$ cat src/rtl/driver_op_arb_pkg.sv
// Shared types and default widths for the driver_operation arbiter.
package driver_op_arb_pkg;

    typedef enum logic [1:0] {
        ST_IDLE  = 2'd0,
        ST_START = 2'd1,
        ST_WAIT  = 2'd2,
        ST_RESP  = 2'd3
    } state_t;

    localparam int DEF_OP_W   = 2;
    localparam int DEF_ADDR_W = 32;
    localparam int DEF_DATA_W = 32;

    // Counter must reach TIMEOUT_CYCLES-1; a disabled timeout still needs one bit.
    function automatic int cnt_width(input int timeout_cycles);
        return (timeout_cycles < 1) ? 1 : $clog2(timeout_cycles + 1);
    endfunction

endpackage

$ cat src/rtl/driver_op_arbiter_if.sv
// Requester-side and driver-side handshake bundle of the driver_operation arbiter.
interface driver_op_arbiter_if
    import driver_op_arb_pkg::*;
#(
    parameter int NUM_REQ = 3,
    parameter int OP_W    = DEF_OP_W,
    parameter int ADDR_W  = DEF_ADDR_W,
    parameter int DATA_W  = DEF_DATA_W
) ();

    logic [NUM_REQ-1:0]        req_valid;
    logic [NUM_REQ-1:0]        req_ready;
    logic [NUM_REQ*OP_W-1:0]   req_operation;
    logic [NUM_REQ*ADDR_W-1:0] req_address;
    logic [NUM_REQ*DATA_W-1:0] req_value;

    logic [NUM_REQ-1:0]        rsp_valid;
    logic [DATA_W-1:0]         rsp_data;
    logic                      rsp_timeout;

    logic                      drv_start;
    logic [OP_W-1:0]           drv_operation;
    logic [ADDR_W-1:0]         drv_address;
    logic [DATA_W-1:0]         drv_value;
    logic                      drv_done;
    logic [DATA_W-1:0]         drv_return;

    // The arbiter sits on the slave side; requesters and the driver form the master side.
    modport slave (
        input  req_valid, req_operation, req_address, req_value, drv_done, drv_return,
        output req_ready, rsp_valid, rsp_data, rsp_timeout,
               drv_start, drv_operation, drv_address, drv_value
    );

    modport master (
        output req_valid, req_operation, req_address, req_value, drv_done, drv_return,
        input  req_ready, rsp_valid, rsp_data, rsp_timeout,
               drv_start, drv_operation, drv_address, drv_value
    );

endinterface

$ cat src/rtl/driver_op_arbiter_rr_arbiter.sv
// Combinational round-robin winner select: search upward from last_grant+1 with wrap.
module rr_arbiter
    import driver_op_arb_pkg::*;
#(
    parameter  int NUM_REQ = 3,
    localparam int IDX_W   = $clog2(NUM_REQ)
) (
    input  logic [NUM_REQ-1:0] req,
    input  logic [IDX_W-1:0]   last_grant,
    output logic [NUM_REQ-1:0] grant,
    output logic [IDX_W-1:0]   grant_idx,
    output logic               grant_vld
);

    int   cand;
    logic found;

    always_comb begin
        grant     = '0;
        grant_idx = '0;
        grant_vld = 1'b0;
        found     = 1'b0;
        cand      = 0;
        for (int off = 1; off <= NUM_REQ; off++) begin
            cand = (int'(last_grant) + off) % NUM_REQ;
            if (!found && req[IDX_W'(cand)]) begin
                found                 = 1'b1;
                grant[IDX_W'(cand)]   = 1'b1;
                grant_idx             = IDX_W'(cand);
                grant_vld             = 1'b1;
            end
        end
    end

endmodule

$ cat src/rtl/driver_op_arbiter.sv
// Shares a single driver_operation port among NUM_REQ requesters with round-robin
// arbitration, a per-transaction timeout and a one-cycle response strobe.
module driver_op_arbiter
    import driver_op_arb_pkg::*;
#(
    parameter int NUM_REQ        = 3,
    parameter int OP_W           = DEF_OP_W,
    parameter int ADDR_W         = DEF_ADDR_W,
    parameter int DATA_W         = DEF_DATA_W,
    parameter int TIMEOUT_CYCLES = 65535
) (
    input  logic                clock,
    input  logic                reset,
    driver_op_arbiter_if.slave  bus,
    output logic                busy
);

    localparam int IDX_W = $clog2(NUM_REQ);
    localparam int CNT_W = cnt_width(TIMEOUT_CYCLES);
    localparam logic [CNT_W-1:0] CNT_LAST =
        CNT_W'((TIMEOUT_CYCLES == 0) ? 0 : TIMEOUT_CYCLES - 1);
    localparam bit TIMEOUT_EN = (TIMEOUT_CYCLES != 0);

    state_t              state_q, state_d;
    logic [IDX_W-1:0]    owner_q, owner_d;
    logic [IDX_W-1:0]    last_grant_q, last_grant_d;
    logic [CNT_W-1:0]    cnt_q, cnt_d;
    logic [OP_W-1:0]     op_q, op_d;
    logic [ADDR_W-1:0]   addr_q, addr_d;
    logic [DATA_W-1:0]   val_q, val_d;
    logic [DATA_W-1:0]   rsp_data_q, rsp_data_d;
    logic                rsp_timeout_q, rsp_timeout_d;

    logic [NUM_REQ-1:0]  grant;
    logic [IDX_W-1:0]    grant_idx;
    logic                grant_vld;
    logic [NUM_REQ-1:0]  req_ready_c;
    logic [NUM_REQ-1:0]  rsp_valid_c;
    logic                drv_start_c;

    logic [OP_W-1:0]     op_slice   [NUM_REQ];
    logic [ADDR_W-1:0]   addr_slice [NUM_REQ];
    logic [DATA_W-1:0]   val_slice  [NUM_REQ];

    for (genvar g = 0; g < NUM_REQ; g++) begin : g_unpack
        assign op_slice[g]   = bus.req_operation[g*OP_W +: OP_W];
        assign addr_slice[g] = bus.req_address[g*ADDR_W +: ADDR_W];
        assign val_slice[g]  = bus.req_value[g*DATA_W +: DATA_W];
    end

    rr_arbiter #(.NUM_REQ(NUM_REQ)) u_rr (
        .req        (bus.req_valid),
        .last_grant (last_grant_q),
        .grant      (grant),
        .grant_idx  (grant_idx),
        .grant_vld  (grant_vld)
    );

    always_ff @(posedge clock or negedge reset) begin
        if (!reset) begin
            state_q       <= ST_IDLE;
            owner_q       <= '0;
            last_grant_q  <= IDX_W'(NUM_REQ - 1);
            cnt_q         <= '0;
            op_q          <= '0;
            addr_q        <= '0;
            val_q         <= '0;
            rsp_data_q    <= '0;
            rsp_timeout_q <= 1'b0;
        end else begin
            state_q       <= state_d;
            owner_q       <= owner_d;
            last_grant_q  <= last_grant_d;
            cnt_q         <= cnt_d;
            op_q          <= op_d;
            addr_q        <= addr_d;
            val_q         <= val_d;
            rsp_data_q    <= rsp_data_d;
            rsp_timeout_q <= rsp_timeout_d;
        end
    end

    // drv_done is only looked at in WAIT, and it takes priority over an expiring timeout.
    always_comb begin
        state_d       = state_q;
        owner_d       = owner_q;
        last_grant_d  = last_grant_q;
        cnt_d         = cnt_q;
        op_d          = op_q;
        addr_d        = addr_q;
        val_d         = val_q;
        rsp_data_d    = rsp_data_q;
        rsp_timeout_d = rsp_timeout_q;
        req_ready_c   = '0;
        rsp_valid_c   = '0;
        drv_start_c   = 1'b0;

        case (state_q)
            ST_IDLE: begin
                req_ready_c = grant;
                if (grant_vld) begin
                    owner_d = grant_idx;
                    op_d    = op_slice[grant_idx];
                    addr_d  = addr_slice[grant_idx];
                    val_d   = val_slice[grant_idx];
                    state_d = ST_START;
                end
            end
            ST_START: begin
                drv_start_c = 1'b1;
                cnt_d       = '0;
                state_d     = ST_WAIT;
            end
            ST_WAIT: begin
                if (bus.drv_done) begin
                    rsp_data_d    = bus.drv_return;
                    rsp_timeout_d = 1'b0;
                    state_d       = ST_RESP;
                end else if (TIMEOUT_EN && (cnt_q == CNT_LAST)) begin
                    rsp_data_d    = '0;
                    rsp_timeout_d = 1'b1;
                    state_d       = ST_RESP;
                end else begin
                    cnt_d = cnt_q + CNT_W'(1);
                end
            end
            ST_RESP: begin
                rsp_valid_c[owner_q] = 1'b1;
                last_grant_d         = owner_q;
                state_d              = ST_IDLE;
            end
            default: begin
                state_d = ST_IDLE;
            end
        endcase
    end

    assign bus.req_ready     = req_ready_c;
    assign bus.rsp_valid     = rsp_valid_c;
    assign bus.rsp_data      = rsp_data_q;
    assign bus.rsp_timeout   = rsp_timeout_q;
    assign bus.drv_start     = drv_start_c;
    assign bus.drv_operation = op_q;
    assign bus.drv_address   = addr_q;
    assign bus.drv_value     = val_q;
    assign busy              = (state_q != ST_IDLE);

endmodule

$ cat src/flat_wrapper.sv
// flat-port wrapper written by rule: the top's interface ports become plain ports
module driver_op_arbiter_flat import driver_op_arb_pkg::*;
#(
    parameter int NUM_REQ        = 3,
    parameter int OP_W           = DEF_OP_W,
    parameter int ADDR_W         = DEF_ADDR_W,
    parameter int DATA_W         = DEF_DATA_W,
    parameter int TIMEOUT_CYCLES = 65535
)
  (clock, reset, busy, bus_req_valid, bus_req_operation, bus_req_address, bus_req_value, bus_drv_done, bus_drv_return, bus_req_ready, bus_rsp_valid, bus_rsp_data, bus_rsp_timeout, bus_drv_start, bus_drv_operation, bus_drv_address, bus_drv_value);
  driver_op_arbiter_if #(.NUM_REQ(NUM_REQ), .OP_W(OP_W), .ADDR_W(ADDR_W), .DATA_W(DATA_W)) bus_i ();
  input  logic clock;
  input  logic reset;
  output logic busy;
  input wire logic [$bits(bus_i.req_valid)-1:0] bus_req_valid;
  input wire logic [$bits(bus_i.req_operation)-1:0] bus_req_operation;
  input wire logic [$bits(bus_i.req_address)-1:0] bus_req_address;
  input wire logic [$bits(bus_i.req_value)-1:0] bus_req_value;
  input wire logic [$bits(bus_i.drv_done)-1:0] bus_drv_done;
  input wire logic [$bits(bus_i.drv_return)-1:0] bus_drv_return;
  output wire logic [$bits(bus_i.req_ready)-1:0] bus_req_ready;
  output wire logic [$bits(bus_i.rsp_valid)-1:0] bus_rsp_valid;
  output wire logic [$bits(bus_i.rsp_data)-1:0] bus_rsp_data;
  output wire logic [$bits(bus_i.rsp_timeout)-1:0] bus_rsp_timeout;
  output wire logic [$bits(bus_i.drv_start)-1:0] bus_drv_start;
  output wire logic [$bits(bus_i.drv_operation)-1:0] bus_drv_operation;
  output wire logic [$bits(bus_i.drv_address)-1:0] bus_drv_address;
  output wire logic [$bits(bus_i.drv_value)-1:0] bus_drv_value;
  assign bus_i.req_valid = bus_req_valid;
  assign bus_i.req_operation = bus_req_operation;
  assign bus_i.req_address = bus_req_address;
  assign bus_i.req_value = bus_req_value;
  assign bus_i.drv_done = bus_drv_done;
  assign bus_i.drv_return = bus_drv_return;
  assign bus_req_ready = bus_i.req_ready;
  assign bus_rsp_valid = bus_i.rsp_valid;
  assign bus_rsp_data = bus_i.rsp_data;
  assign bus_rsp_timeout = bus_i.rsp_timeout;
  assign bus_drv_start = bus_i.drv_start;
  assign bus_drv_operation = bus_i.drv_operation;
  assign bus_drv_address = bus_i.drv_address;
  assign bus_drv_value = bus_i.drv_value;
  driver_op_arbiter #(.NUM_REQ(NUM_REQ), .OP_W(OP_W), .ADDR_W(ADDR_W), .DATA_W(DATA_W), .TIMEOUT_CYCLES(TIMEOUT_CYCLES)) u_core (.clock(clock), .reset(reset), .bus(bus_i), .busy(busy));
endmodule
$ cat config.mk
export PLATFORM = sky130hd
export DESIGN_NAME = driver_op_arbiter_flat
export DESIGN_NICKNAME = d
export VERILOG_FILES = /design/src/rtl/driver_op_arb_pkg.sv /design/src/rtl/driver_op_arbiter_if.sv /design/src/rtl/driver_op_arbiter_rr_arbiter.sv /design/src/rtl/driver_op_arbiter.sv /design/src/flat_wrapper.sv
export SDC_FILE = /design/constraint.sdc
export NUM_CORES = 1
export LEC_CHECK = 0
export CAP_MARGIN = 5
export CORE_MARGIN = 4
export CORE_UTILIZATION = 40
export CTS_CLUSTER_DIAMETER = 30
export CTS_CLUSTER_SIZE = 24
export DETAILED_ROUTE_END_ITERATION = 6
export GPL_TIMING_DRIVEN = 0
export PLACE_DENSITY_LB_ADDON = 0.08
export RECOVER_POWER = 50
export SLEW_MARGIN = 10
export SYNTH_ARGS = -nofsm -noshare
export SYNTH_HDL_FRONTEND = slang
export SYNTH_SLANG_ARGS = --single-unit
export TNS_END_PERCENT = 5
$ cat constraint.sdc
create_clock -name clock -period 5.9 [get_ports clock]
set_clock_uncertainty 0.1 [all_clocks]
set_input_delay 0.59 -clock clock [delete_from_list [all_inputs] [get_ports clock]]
set_output_delay 0.59 -clock clock [all_outputs]
set_load 0.1 [all_outputs]
==> job_summary.md, run 1 <==
## Synthesis and layout report

| Metric | Value |
|---|---|
| Outcome | finished, violations left |
| Failing checks | max-capacitance violations, max-slew violations |
| Nets@finish | 1217 |
| Kind of critical path | flop to primary output |
| Worst path required time | 5210 ps |
| Diodes inserted | 0 |
| Clk Latency, worst-skew pair | 420 ps |
| Final period util | 70.2% |
| Post-synth area hogs | dfrtp_1 48%, mux2i_1 11%, o221ai_1 9.3% |
| Worst-path maximum fanout | 10 |
| Total gr overflow | 0 |
| Setup TNS | 0 ps |
| YS chip area | 6250 um^2 |
| # Cells Yosys | 608 |
| H-tree depth | 4 |
| Max Slew Vio Count | 40 |
| Port Buffers | 342 |
| Vias per Instance | 5.41 |
| Syn Nets | 854 |
| TritonCTS clock tree | built |
| Slew headroom | -46.0% |
| Setup bufs post-CTS | 0 |
| FP Util | 40.9% |
| Cells after Synth | 608 |
| Count of library flops with an enable pin | 0 |
| Post-Synthesis Cell Area | 6250 um^2 |
| RSZ-0062 raised after global routing | false |
| Vias in the first global route | 6985 |
| Number of max-cap violations | 1 |
| Seq share, synth | 48.5% |
| Routed WL | 24400 um |
| Row cnt | 45 |
| Routed vias | 6460 |
| Most numerous logic cells after layout | 331 x clkdlybuf4s50_1, 146 x nand2_1, 120 x dfrtp_1 |
| Clock transition at the registers of the reported paths | 60 ps |
| Cell Area, Placed | 9960 um^2 |
| Filler cells | 1179 |
| CTS root buffer | clkbuf_16 |
| Design Area, Final | 10600 um^2 |
| Initial DRC count | 430 |
| CTS Buf Count | 17 |
[run 1: state kept, by name (all words and copies together), names as in the netlist]
signal                    flops
u_core.bus.rsp_timeout        1
u_core.bus.drv_address       32
u_core.state_q                2
u_core.owner_q                2
u_core.last_grant_q           2
u_core.bus.drv_operation      2
u_core.cnt_q                 16
u_core.bus.rsp_data          32
u_core.bus.drv_value         32
[run 1: cell families after synthesis]
group	Yosys count	synth area share, %
AOI/OAI and AO/OA	136	18.3
xor gates and xnor gates	8	1.12
adders and majority gates	10	2.00
buffers and inverters	55	4.33
DFF	121	48.5
muxes	71	11.5
and+or+nand+nor	207	14.3
[run 1: layout make-up]
type | count | area share [%]
flip-flops and latches | 121 | 28.6
plain buffers | 46 | 2.23
clock inverters | 13 | 1.65
well taps | 211 | 2.49
inverters | 9 | 0.319
multi-input cells | 432 | 27.8
clock buffers | 19 | 4.28
repair buffers | 344 | 32.6
[run 1: cells in the mapped netlist, drive strengths merged (3+ instances only)]
library cell	count
a21oi	6
nor3b	3
o31ai	4
mux2i	69
nand3b	4
nor2	15
dfrtp	120
o21ai	13
xnor2	6
ha	10
a22o	32
nor4	4
inv	9
nor3	5
nand2b	3
nand3	10
o221ai	66
clkbuf	19
o211ai	5
nand2	146
nor2b	5
buf	27
[run 1: worst max-delay path: stages (launching register included)]
cell             delay [ps]
dfrtp_1                 370
inv_1                    80
ha_1                    390
buf_2                   240
inv_1                    60
nor2_1                  290
nor2_1                  130
a311oi_1                260
clkdlybuf4s50_1        1210
[run 1: metrics by stage]
stage	utilization (%)	cells	hold slack (ps)
after floorplan	-	608	194
after global routing	69.4	1195	407
after detailed placement	65.3	1162	373
after global placement	65.1	1161	369
after CTS	69.5	1195	387
final	69.4	1195	387
[run 1: routing by layer]
layer | wire length (um) | global-route usage (%) | vias up | part of all wire (%)
met2 | 12500 | 48.2 | 322 | 51
li1 | - | - | 2961 | -
met1 | 9090 | 30.8 | 3131 | 37
met4 | 589 | 9.76 | 0 | 2.4
met3 | 2210 | 10.1 | 46 | 9.1
met5 | 0 | 0 | - | 0
[run 1: worst paths after layout]
path,slack (ps),cells after the start,start,end
min,390,2,u_core.bus.drv_address[5],u_core.bus.drv_address[5]
min reg2reg,390,2,u_core.bus.drv_address[5],u_core.bus.drv_address[5]
max,1760,8,u_core.last_grant_q[0],bus_req_ready[0]
max in group asynchronous,3140,3,reset,u_core.last_grant_q[1]
min in group asynchronous,1270,2,reset,u_core.cnt_q[7]
max reg2reg,3030,9,u_core.last_grant_q[1],u_core.bus.drv_value[16]
Fig. 1: run 1, routing congestion map
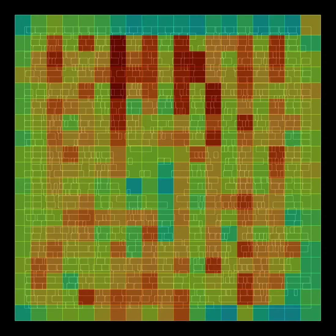
GRT met3 Usage: 10.1%
final core utilization: 69.4%
Total Routing Usage GR: 27.5%

Fig. 2: run 1, wiring by layer
Two of the layers only.
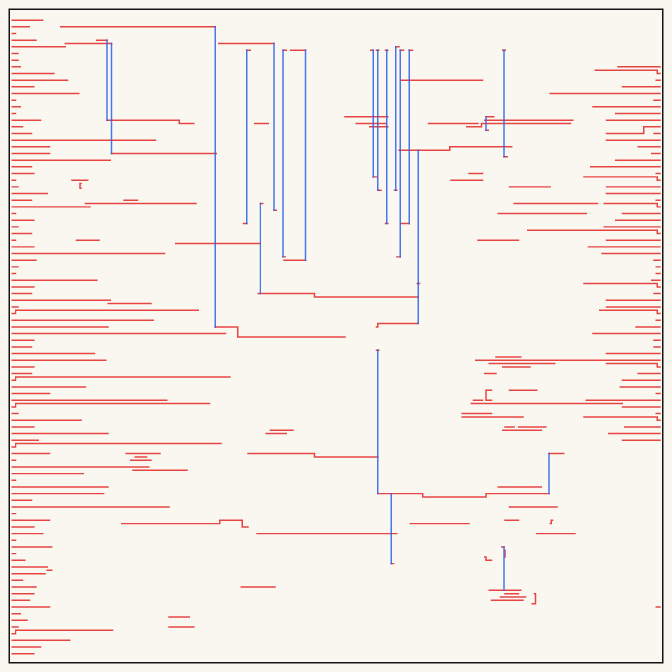
metal 3 -> red  # wire length 2210 um
metal 4 -> blue  # wire length 590 um

Fig. 3: run 1, M3 wires
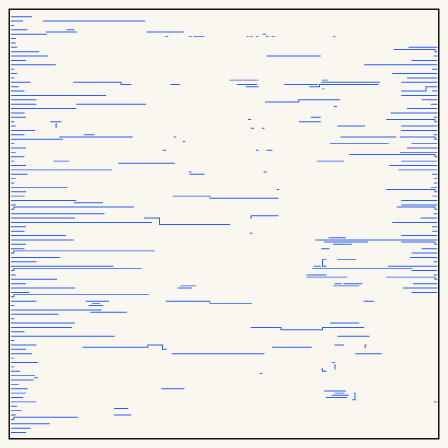
share of all routed wire = 9.1%
longest straight run = 43.7 um
main direction = horizontal
nets with wire on the layer = 222

Fig. 4: run 1, sequential cells colored by netlist name
Other sequential cells in the stronger gray, the rest of the logic in the fainter gray.
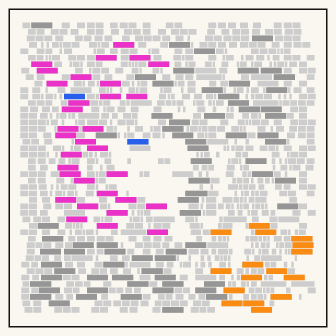
u_core.bus.drv_operation -> blue  # sequential cells 2
u_core.bus.drv_value -> magenta  # sequential cells 32
u_core.cnt_q -> orange  # sequential cells 16, where bottom right

Fig. 5: run 1, pin map
Pins as bars across the die edge, other pins in gray.
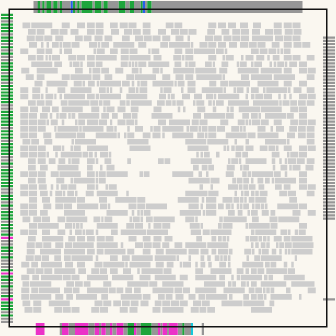

==> inputs of run 2 (changes only) <==
Settings changed: CORE_ASPECT_RATIO from default to 1.5, CORE_UTILIZATION 40 to 36.
Clock period 5.9 ns to 3.77 ns, I/O delays scaled along.
Fig. 6: run 2, pin map
Pins as bars across the die edge, other pins in gray.
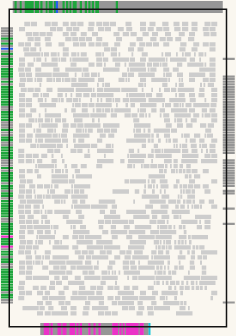
bus_req_value -> green  # pins 96, direction input, edge 70 left, 26 top
bus_rsp_data -> magenta  # pins 32, direction output, edge 30 bottom, 2 left
bus_drv_operation -> blue  # pins 2, direction output, edge 1 left, 1 top
bus_drv_done -> cyan  # pins 1, direction input, edge bottom

Fig. 7: run 2, routing congestion map
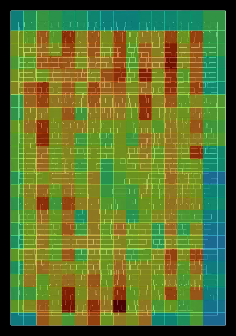
final core utilization: 62.2%
GRT met3 Usage: 6.42%
Total Routing Usage GR: 24.2%

Fig. 8: run 2, wiring by layer
Two of the layers only.
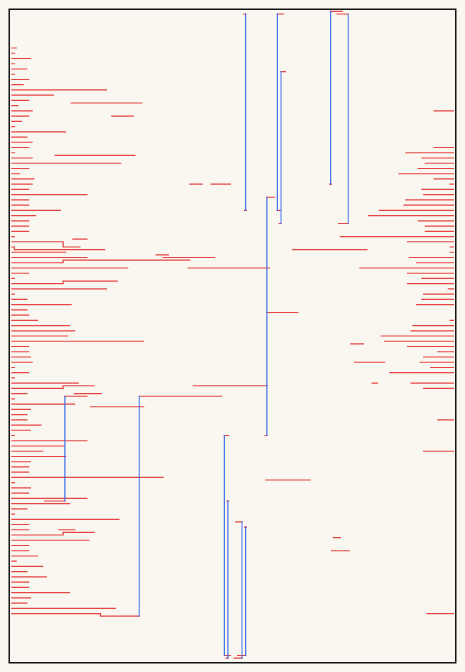
metal 3 -> red  # wire length 1750 um
metal 4 -> blue  # wire length 554 um

==> run 2 against run 1 <==
  * The flow still finishes with violations (max-capacitance violations, max-slew violations)
  * Register-to-register slack worse by 2200 ps
  * Clock-buffer cell count rose by 3
  * Critical endpoint unchanged
  * Critical path type unchanged
==> job_summary.md, run 2 <==
## Synthesis and layout report

| Metric | Value |
|---|---|
| Nets@finish | 1217 (unchanged) |
| CTS root buffer | clkbuf_16 (unchanged) |
| Worst-path maximum fanout | 7 (was 10) |
| Vias per Instance | 5.15 (was 5.41) |
| YS chip area | 6250 um^2 (unchanged) |
| Cells after Synth | 608 (unchanged) |
| Outcome | finished, violations left (unchanged) |
| H-tree depth | 4 (unchanged) |
| Worst path required time | 3290 ps (was 5210 ps) |
| Port Buffers | 342 (unchanged) |
| Top-count cell post-synth | nand2_1 (unchanged) |
| Post-Synthesis Cell Area | 6250 um^2 (unchanged) |
| Number of max-cap violations | 1 (unchanged) |
| TritonCTS clock tree | built (unchanged) |
| Filler cells | 1467 (was 1179) |
| Clk Latency, worst-skew pair | 400 ps (was 420 ps) |
| Max Slew Vio Count | 60 (was 40) |
| Kind of critical path | flop to primary output (unchanged) |
| Failing checks | max-capacitance violations, max-slew violations (unchanged) |
| CTS Buf Count | 17 (unchanged) |
| Count of library flops with an enable pin | 0 (unchanged) |
| Slew headroom | -2.20% (was -46.0%) |
[run 2: kinds of logic after synthesis]
| group | Yosys count | share of synthesized area, % |
|---|---|---|
| AND/OR/NAND/NOR | 207 | 14.3 |
| AND-OR/OR-AND | 136 | 18.3 |
| flip-flops | 121 | 48.5 |
| multiplexers | 71 | 11.5 |
| buffers and inverters | 55 | 4.33 |
| adder cells (fa/ha/maj) | 10 | 2.00 |
| XOR/XNOR | 8 | 1.12 |
[run 2: metal layers]
layer	vias to the layer above	global-route usage [%]	share of wire, %
met4	0	7.81	2.3
met3	27	6.42	7.3
met2	223	42.4	53
li1	2960	-	-
met1	2929	28.7	38
met5	-	0	0
[run 2: critical path, stage by stage, from the launching register on]
cell	delay, ps
dfstp_2	540
inv_1	70
ha_1	260
nand2b_1	190
a21oi_2	370
nor2_1	110
a311oi_1	210
dlygate4sd2_1	890
[run 2: cell type report]
| type | instances | share of cell area (%) |
|---|---|---|
| sequential | 121 | 28.8 |
| clock inverter | 8 | 0.917 |
| buffer | 46 | 2.25 |
| multi-input combinational | 432 | 28.0 |
| tap | 210 | 2.50 |
| clock buffer | 22 | 4.51 |
| inverter | 9 | 0.321 |
| timing repair buffer | 344 | 32.6 |
[run 2: timing repair]
item                                    in CTS  in global routing
gates resized                                2                  0
hold endpoints to repair                    57                  0
endpoints found under the setup margin       2                  0
hold buffers                                 1                  0
[run 2: stage by stage]
stage / setup TNS [ps] / std cells / cell area (um^2) / setup slack (ps)
global placement: -337390 / 1160 / 9940 / -2810
finish: 0 / 1192 / 10500 / 259
global route: 0 / 1192 / 10500 / 69.8
CTS: 0 / 1192 / 10500 / 229
floorplan: -438 / 608 / 6250 / -438
detailed placement: 0 / 1161 / 9970 / 248
[run 2: path summary, 6_finish.rpt]
check / cells past startpoint / to / slack (ps) / start
worst max-delay path: 7 / bus_req_ready[0] / 260 / u_core.last_grant_q[1]
worst min-delay path: 2 / u_core.bus.drv_value[16] / 380 / u_core.bus.drv_value[16]
worst max register to register: 9 / u_core.bus.drv_value[20] / 800 / u_core.last_grant_q[1]
worst min register to register: 2 / u_core.bus.drv_value[16] / 380 / u_core.bus.drv_value[16]
max in group asynchronous: 3 / u_core.bus.drv_value[30] / 650 / reset
min in group asynchronous: 2 / u_core.cnt_q[7] / 760 / reset
Fig. 9: run 2, M3 wires
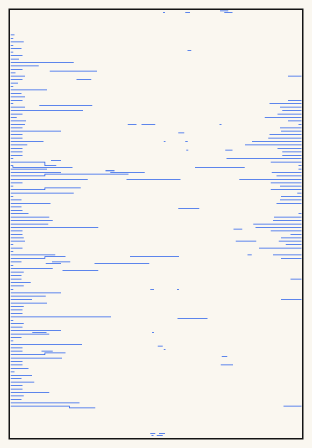

==> inputs of run 3 (changes only) <==
Settings changed: GPL_TIMING_DRIVEN 0 to default.
Fig. 10: run 3, M3 wires
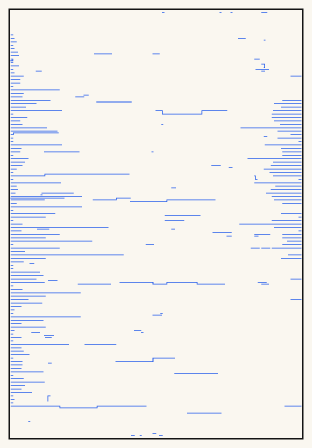
share of all routed wire = 7.3%
longest straight run = 44.4 um
wire length on this layer = 1790 um
main direction = horizontal

Fig. 11: run 3, sequential cells colored by netlist name
Other sequential cells in the stronger gray, the rest of the logic in the fainter gray.
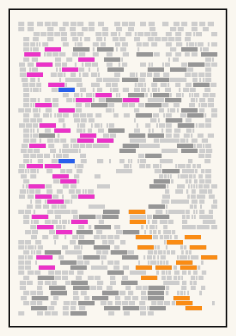
u_core.bus.drv_value -> magenta  # sequential cells 32
u_core.bus.drv_operation -> blue  # sequential cells 2
u_core.cnt_q -> orange  # sequential cells 16, where bottom right
not colored = 71

Fig. 12: run 3, wiring by layer
Two of the layers only.
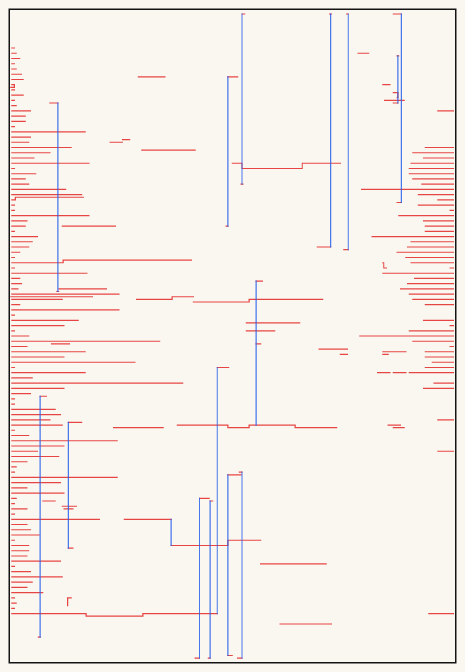
metal 3 -> red  # wire length 1790 um
metal 4 -> blue  # wire length 696 um

==> run 3 against run 2 <==
  * The run still ends with max-capacitance violations, max-slew violations left
  * First-iteration DRC count up 63%
  * Synthesized cell count stayed put
  * Sequential cell count unchanged
  * Die size stayed put
  * Critical path depth up 1
  * Critical endpoint is now u_core.bus.drv_value[8]
==> job_summary.md, run 3 <==
## Synthesis and layout report

| Metric | Value |
|---|---|
| Mux frac, synth | 11.5% (unchanged) |
| Worst path required time | 3940 ps (was 3290 ps) |
| # Cells Yosys | 608 (unchanged) |
| CTS root buffer | clkbuf_16 (unchanged) |
| Clock transition at the registers of the reported paths | 60 ps (was 50 ps) |
| Filler cells | 1429 (was 1467) |
| TritonCTS clock tree | built (unchanged) |
| XOR Share, Synth | 1.12% (unchanged) |
| Outcome | finished, violations left (unchanged) |
| Slew headroom | -28.0% (was -2.20%) |
| Initial DRC count | 444 (was 273) |
| Total Routing Usage GR | 24.7% (was 24.2%) |
| Vias per Instance | 5.34 (was 5.15) |
| H-tree depth | 4 (unchanged) |
| Final cell count without fillers | 1157 (was 1192) |
| Post-synth area hogs | dfrtp_1 48%, mux2i_1 11%, o221ai_1 9.3% (unchanged) |
| Count of library flops with an enable pin | 0 (unchanged) |
| Max Slew Vio Count | 75 (was 60) |
| YS chip area | 6250 um^2 (unchanged) |
| Cell Area, Placed | 9840 um^2 (was 9970 um^2) |
| Cells after Synth | 608 (unchanged) |
| Total gr overflow | 0 (unchanged) |
| Failing checks | max-capacitance violations, max-slew violations (unchanged) |
| Design Area, Final | 10400 um^2 (was 10500 um^2) |
| Simple share | 14.3% (unchanged) |
| Number of max-cap violations | 1 (unchanged) |
| Routed vias | 6183 (was 6139) |
| Routed WL | 24600 um (was 24100 um) |
| Top-count cell post-synth | nand2_1 (unchanged) |
| Worst-path maximum fanout | 30 (was 7) |
| Kind of critical path | flop to flop (was flop to primary output) |
| Syn Nets | 854 (unchanged) |
| Synth top cells by count | 146 x nand2_1, 120 x dfrtp_1, 68 x mux2i_1, 66 x o221ai_1, 32 x a22o_1 (unchanged) |
| Fa+ha+maj area frac | 2.00% (unchanged) |
| Placed cell count | 1123 (was 1161) |
| CTS Buf Count | 17 (unchanged) |
| Post-Synth AOI/OAI Area | 18.3% (unchanged) |
| Setup bufs post-CTS | 0 (unchanged) |
## run 3: cell counts after synthesis
Identical to the previous run, type by type.
## run 3: layout make-up
class | instances | share of cell area (%)
Antenna cell | 3 | 0.0723
Sequential cell | 121 | 29.2
Multi-Input combinational cell | 432 | 28.7
Tap cell | 210 | 2.53
Clock buffer | 22 | 4.37
Inverter | 9 | 0.325
Timing Repair Buffer | 351 | 33.9
Clock inverter | 9 | 0.964
## run 3: critical path: stages, from the launching register on
cell and delay (ps):
dfrtp_1 380, inv_1 90, ha_1 550, nand3b_1 260, nor3b_1 250, o21bai_4 970, buf_12 330, mux2i_1 240
o221ai_1 140
## run 3: final timing paths
kind	endpoint	depth (start not counted)	from	slack (ps)
worst min-delay path	u_core.cnt_q[4]	1	reset	360
worst min register to register	u_core.bus.drv_address[18]	2	u_core.bus.drv_address[18]	390
worst max register to register	u_core.bus.drv_value[8]	8	u_core.last_grant_q[0]	250
worst max-delay path	u_core.bus.drv_value[8]	8	u_core.last_grant_q[0]	250
min in group clock	u_core.bus.drv_address[18]	2	u_core.bus.drv_address[18]	390
max in group asynchronous	u_core.bus.rsp_data[22]	2	reset	1060
## run 3: cells by family (layout without fill, tap and decap cells)
family / after synthesis / in the layout
compound gates: 136 / 136
xor+xnor: 8 / 8
fa+ha+maj: 10 / 10
buf+inv: 55 / 391
flops: 121 / 121
mux: 71 / 71
other cells: 0 / 3
simple gates: 207 / 207
## run 3: through the flow
stage	hold WS [ps]	setup WS [ps]	TNS (ps)
after floorplan	-18.6	-438	-438
after global placement	368	535	0
after detailed placement	374	283	0
after CTS	34.4	265	0
after global routing	406	40.6	0
final	357	254	0
## run 3: layer usage
metal / global-route usage [%] / vias to the layer above / wire length, um
met3: 7.88 / 34 / 1790
met1: 27.9 / 3003 / 8970
met5: 0 / - / 0
met2: 43.2 / 260 / 13100
met4: 9.30 / 0 / 695
li1: - / 2886 / -
